[config.mk]
export PLATFORM = sky130hd
export DESIGN_NAME = mem_wb_writer
export DESIGN_NICKNAME = d
export VERILOG_FILES = /design/src/rtl/mem_wb_writer_pkg.sv /design/src/rtl/mem_timeout_counter.sv /design/src/rtl/mem_wb_writer.sv
export SDC_FILE = /design/constraint.sdc
export NUM_CORES = 1
export LEC_CHECK = 0
export CORE_MARGIN = 5
export CORE_UTILIZATION = 45
export CTS_CLUSTER_DIAMETER = 60
export DETAILED_ROUTE_END_ITERATION = 10
export PLACE_DENSITY = 0.86
export SKIP_LAST_GASP = 1
export SYNTH_ARGS = -nofsm -noshare
export SYNTH_HDL_FRONTEND = slang
export SYNTH_SLANG_ARGS = --single-unit
[constraint.sdc]
create_clock -name clk -period 5.52 [get_ports clk]
set_clock_uncertainty 0.2 [all_clocks]
set_input_delay 0.552 -clock clk [delete_from_list [all_inputs] [get_ports clk]]
set_output_delay 0.552 -clock clk [all_outputs]
set_load 0.05 [all_outputs]
[src/rtl/mem_wb_writer_pkg.sv]
`default_nettype none
// ============================================================================
// Module      : mem_wb_writer_pkg
// Description : Shared constants and helpers for the MEM/WB writeback block.
// Revision    : 1.0 - initial release
// ============================================================================
package mem_wb_writer_pkg;

    localparam int DATA_W          = 32;
    localparam int REG_AW          = 5;
    localparam int TIMEOUT_DEFAULT = 16;

    localparam logic [REG_AW-1:0] REG_ZERO = 5'd0;

    localparam logic [0:0] ST_IDLE = 1'b0;
    localparam logic [0:0] ST_REQ  = 1'b1;

    // $0 is hardwired to zero, so a write to it must never reach the file.
    function automatic logic reg_write_en(input logic regwrite,
                                          input logic [REG_AW-1:0] dest);
        return regwrite && (dest != REG_ZERO);
    endfunction

endpackage
`default_nettype wire

[src/rtl/mem_timeout_counter.sv]
`default_nettype none
// ============================================================================
// Module      : mem_timeout_counter
// Description : Wait-cycle counter with clear, enable and terminal count.
// Revision    : 1.0 - initial release
// ============================================================================
module mem_timeout_counter #(
    parameter int TIMEOUT = 16,
    parameter int CNT_W   = 5
) (
    input  logic             clk,
    input  logic             rst,
    input  logic             clr_i,
    input  logic             en_i,
    output logic [CNT_W-1:0] count_o,
    output logic             tc_o
);

    logic [CNT_W-1:0] count_q;
    logic [CNT_W-1:0] count_d;

    always_comb begin
        count_d = count_q;
        if (clr_i) begin
            count_d = '0;
        end else if (en_i) begin
            count_d = count_q + CNT_W'(1);
        end
    end

    always_ff @(posedge clk or negedge rst) begin
        if (!rst) begin
            count_q <= '0;
        end else begin
            count_q <= count_d;
        end
    end

    assign count_o = count_q;
    assign tc_o    = (count_q == CNT_W'(TIMEOUT - 1));

endmodule
`default_nettype wire

[src/rtl/mem_wb_writer.sv]
`default_nettype none
// ============================================================================
// Module      : mem_wb_writer
// Description : MEM/WB stage: data-memory req/ack handshake with timeout,
//               upstream stall, and register-file write port drive.
// Revision    : 1.0 - initial release
// ============================================================================
module mem_wb_writer
    import mem_wb_writer_pkg::*;
#(
    parameter int TIMEOUT = TIMEOUT_DEFAULT,
    parameter int CNT_W   = 5
) (
    input  logic                clk,
    input  logic                rst,
    input  logic                EXMEM_RegWrite_out,
    input  logic                EXMEM_MemtoReg_out,
    input  logic                EXMEM_MemRead_out,
    input  logic                EXMEM_MemWrite_out,
    input  logic [REG_AW-1:0]   EXMEM_destination_out,
    input  logic [DATA_W-1:0]   EXMEM_ALUresult_out,
    input  logic [DATA_W-1:0]   EXMEM_SWDATA_out,
    output logic                mem_req,
    output logic                mem_we,
    output logic [DATA_W-1:0]   mem_addr,
    output logic [DATA_W-1:0]   mem_wdata,
    input  logic                mem_ack,
    input  logic [DATA_W-1:0]   mem_rdata,
    output logic                stall_out,
    output logic                mem_err,
    output logic                MEMWB_RegWrite_out,
    output logic [REG_AW-1:0]   MEMWB_destination_out,
    output logic [DATA_W-1:0]   WBID_mux_out
);

    logic [0:0]        state_q, state_d;
    logic              req_q, req_d;
    logic              we_q, we_d;
    logic [DATA_W-1:0] addr_q, addr_d;
    logic [DATA_W-1:0] wdata_q, wdata_d;
    logic              err_q, err_d;
    logic              wr_q, wr_d;
    logic [REG_AW-1:0] dest_q, dest_d;
    logic [DATA_W-1:0] data_q, data_d;

    logic              memop;
    logic              cnt_tc;
    logic              cnt_clr;
    logic [CNT_W-1:0]  cnt_val;

    assign memop = EXMEM_MemRead_out | EXMEM_MemWrite_out;

    // Counter only runs while waiting; any exit from REQ rezeroes it.
    assign cnt_clr = (state_q == ST_IDLE) || mem_ack || cnt_tc;

    mem_timeout_counter #(
        .TIMEOUT (TIMEOUT),
        .CNT_W   (CNT_W)
    ) u_timeout (
        .clk     (clk),
        .rst     (rst),
        .clr_i   (cnt_clr),
        .en_i    (1'b1),
        .count_o (cnt_val),
        .tc_o    (cnt_tc)
    );

    always_comb begin
        stall_out = 1'b0;
        if (state_q == ST_IDLE) begin
            stall_out = memop;
        end else begin
            stall_out = !mem_ack;
        end
    end

    always_comb begin
        state_d = state_q;
        req_d   = req_q;
        we_d    = we_q;
        addr_d  = addr_q;
        wdata_d = wdata_q;
        err_d   = 1'b0;
        wr_d    = 1'b0;
        dest_d  = dest_q;
        data_d  = data_q;
        case (state_q)
            ST_IDLE: begin
                if (memop) begin
                    state_d = ST_REQ;
                    req_d   = 1'b1;
                    we_d    = EXMEM_MemWrite_out;
                    addr_d  = EXMEM_ALUresult_out;
                    wdata_d = EXMEM_SWDATA_out;
                end else begin
                    wr_d   = reg_write_en(EXMEM_RegWrite_out, EXMEM_destination_out);
                    dest_d = EXMEM_destination_out;
                    data_d = EXMEM_ALUresult_out;
                end
            end
            ST_REQ: begin
                // An ack on the terminal cycle still completes the access.
                if (mem_ack) begin
                    state_d = ST_IDLE;
                    req_d   = 1'b0;
                    if (!we_q) begin
                        wr_d   = reg_write_en(EXMEM_RegWrite_out, EXMEM_destination_out);
                        dest_d = EXMEM_destination_out;
                        data_d = EXMEM_MemtoReg_out ? mem_rdata : EXMEM_ALUresult_out;
                    end
                end else if (cnt_tc) begin
                    state_d = ST_IDLE;
                    req_d   = 1'b0;
                    err_d   = 1'b1;
                end
            end
            default: begin
                state_d = ST_IDLE;
                req_d   = 1'b0;
            end
        endcase
    end

    always_ff @(posedge clk or negedge rst) begin
        if (!rst) begin
            state_q <= ST_IDLE;
            req_q   <= 1'b0;
            we_q    <= 1'b0;
            addr_q  <= '0;
            wdata_q <= '0;
            err_q   <= 1'b0;
            wr_q    <= 1'b0;
            dest_q  <= '0;
            data_q  <= '0;
        end else begin
            state_q <= state_d;
            req_q   <= req_d;
            we_q    <= we_d;
            addr_q  <= addr_d;
            wdata_q <= wdata_d;
            err_q   <= err_d;
            wr_q    <= wr_d;
            dest_q  <= dest_d;
            data_q  <= data_d;
        end
    end

    assign mem_req               = req_q;
    assign mem_we                = we_q;
    assign mem_addr              = addr_q;
    assign mem_wdata             = wdata_q;
    assign mem_err               = err_q;
    assign MEMWB_RegWrite_out    = wr_q;
    assign MEMWB_destination_out = dest_q;
    assign WBID_mux_out          = data_q;

    logic unused_cnt;
    assign unused_cnt = ^cnt_val;

endmodule
`default_nettype wire

==> run_1/layer_met1.png <==
Bar = 20 um. Supply wires on this layer in gray.
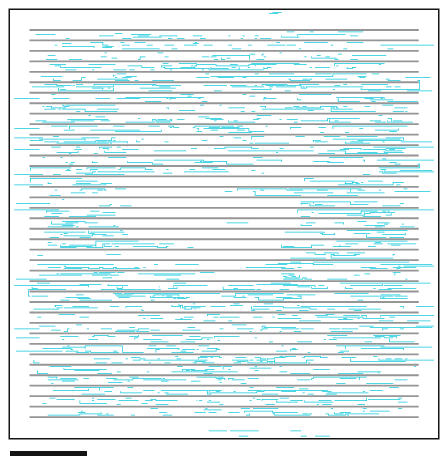
nets with wire on the layer: 522
main direction: horizontal
wire length on this layer: 4440 um
share of all routed wire: 39%
via count: 3115
met1 usage: 20.8%
WL final: 11.5 mm

==> run_1/layer_met2.png <==
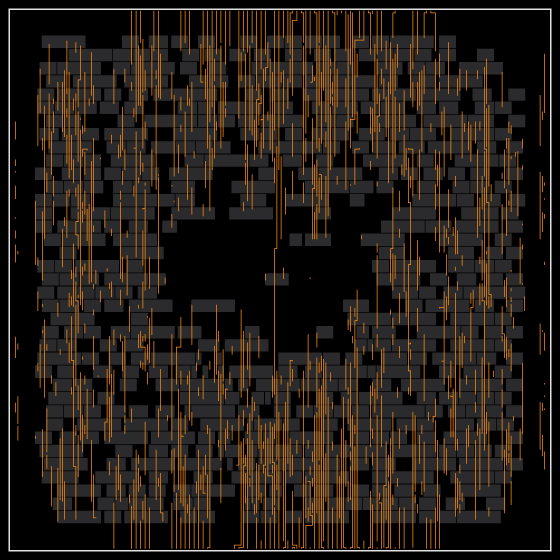
longest straight run: 42.2 um
share of all routed wire: 51%
main direction: vertical
nets with wire on the layer: 572
wire length on this layer: 5930 um
met2 Use GR: 33.4%

==> job_summary.md, run 1 <==
### Yosys + OpenROAD results

| Metric | Value |
|---|---|
| Seq area share | 39.2% |
| FF-to-FF End | WBID_mux_out[12] |
| Post-DRT Antenna Nets | 0 |
| Worst reg2reg setup slack | 3.30 ns |
| Hold slack | 0.00330 ns |
| Ys flop type | dfrtp_1 |
| Mapped Area | 0.00462 mm^2 |
| Sequential power | 0.00129 W |
| Clk pin slew, worst setup/hold paths | 0.11 ns |
| Yosys warning count | 0 |
| Metal3 WL | 957 um |
| Top non-seq family | multiplexers |
| Status | finished, final reports clean |
| Crit-path cells | clkdlybuf4s50_1 -> o21ai_4 -> o21ai_0 -> clkdlybuf4s50_1 |
| DP Cell Count | 624 |
| EDFF count, synth | 0 |
| Slowest-stage cell, CP | clkdlybuf4s50_1 |
| Buffers excl. clock | 216 |
| Setup TNS | 0 ns |
| Clk pwr share | 12.7% |
==> run_1/layer_met3.png <==
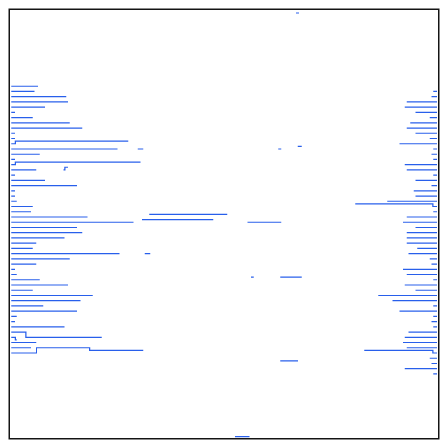
share of all routed wire: 8.3%
main direction: horizontal
nets with wire on the layer: 111
longest straight run: 32.4 um
wire length on this layer: 957 um
met3 Use GR: 7.10%

==> run_1/layer_met4.png <==
Supply wires on this layer in gray.
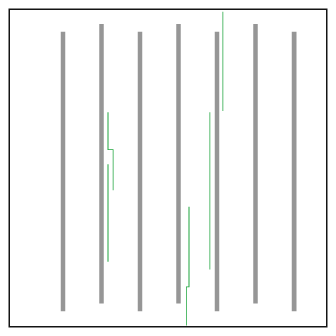
nets with wire on the layer: 4
main direction: vertical
longest straight run: 55.1 um
wire length on this layer: 195 um

==> run_1/congestion.png <==
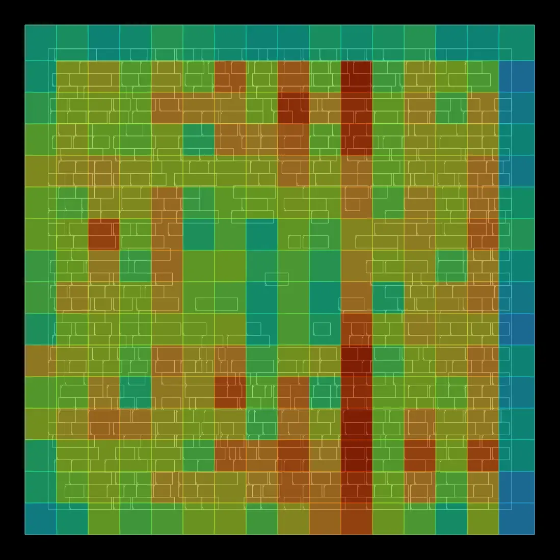

## Run 2: what changed since run 1
Settings changed: CORE_UTILIZATION 45 to 37, PLACE_DENSITY 0.86 to 0.76.
Clock period 5.52 ns to 2.5 ns, I/O delays scaled along.
==> run_2/congestion.png <==
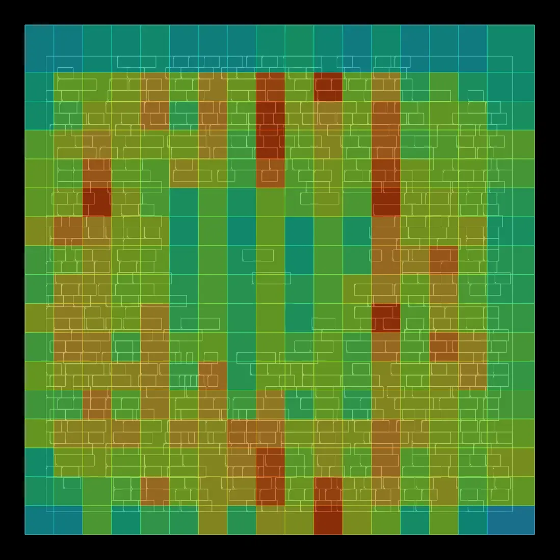
met2 Use GR: 28.5%
GR peak layer: met2
WL/cell: 17.6 um
met1 usage: 18.6%

==> job_summary.md, run 2 <==
### Yosys + OpenROAD results

| Metric | Value |
|---|---|
| Clk pin slew, worst setup/hold paths | 0.07 ns |
| EDFF count, synth | 0 |
| Met3 Use GR | 6.50% |
| GP Congestion | 0.740 |
| Clk pwr share | 14.8% |
| Mapped Area | 0.00462 mm^2 |
| Top non-seq family | multiplexers |
| DP Cell Count | 659 |
| Slowest-stage cell, CP | dfrtp_1 |
| Crit-path cells | inv_1 -> o21ai_4 -> buf_12 -> o21ai_0 -> buf_4 |
| Post-DRT Antenna Nets | 0 |
| Hold slack | 0.237 ns |
| Ys flop type | dfrtp_1 |
| Buffers excl. clock | 220 |
| Status | finished, final reports clean |
| R2R Path Start | u_timeout.count_o[0] |
| Yosys warning count | 0 |
| Seq area share | 38.2% |
| Setup TNS | 0 ns |
| Via count | 3138 |
| WL final | 11.9 mm |
Power figures rest on the tool's default switching activity, not on a simulated workload.
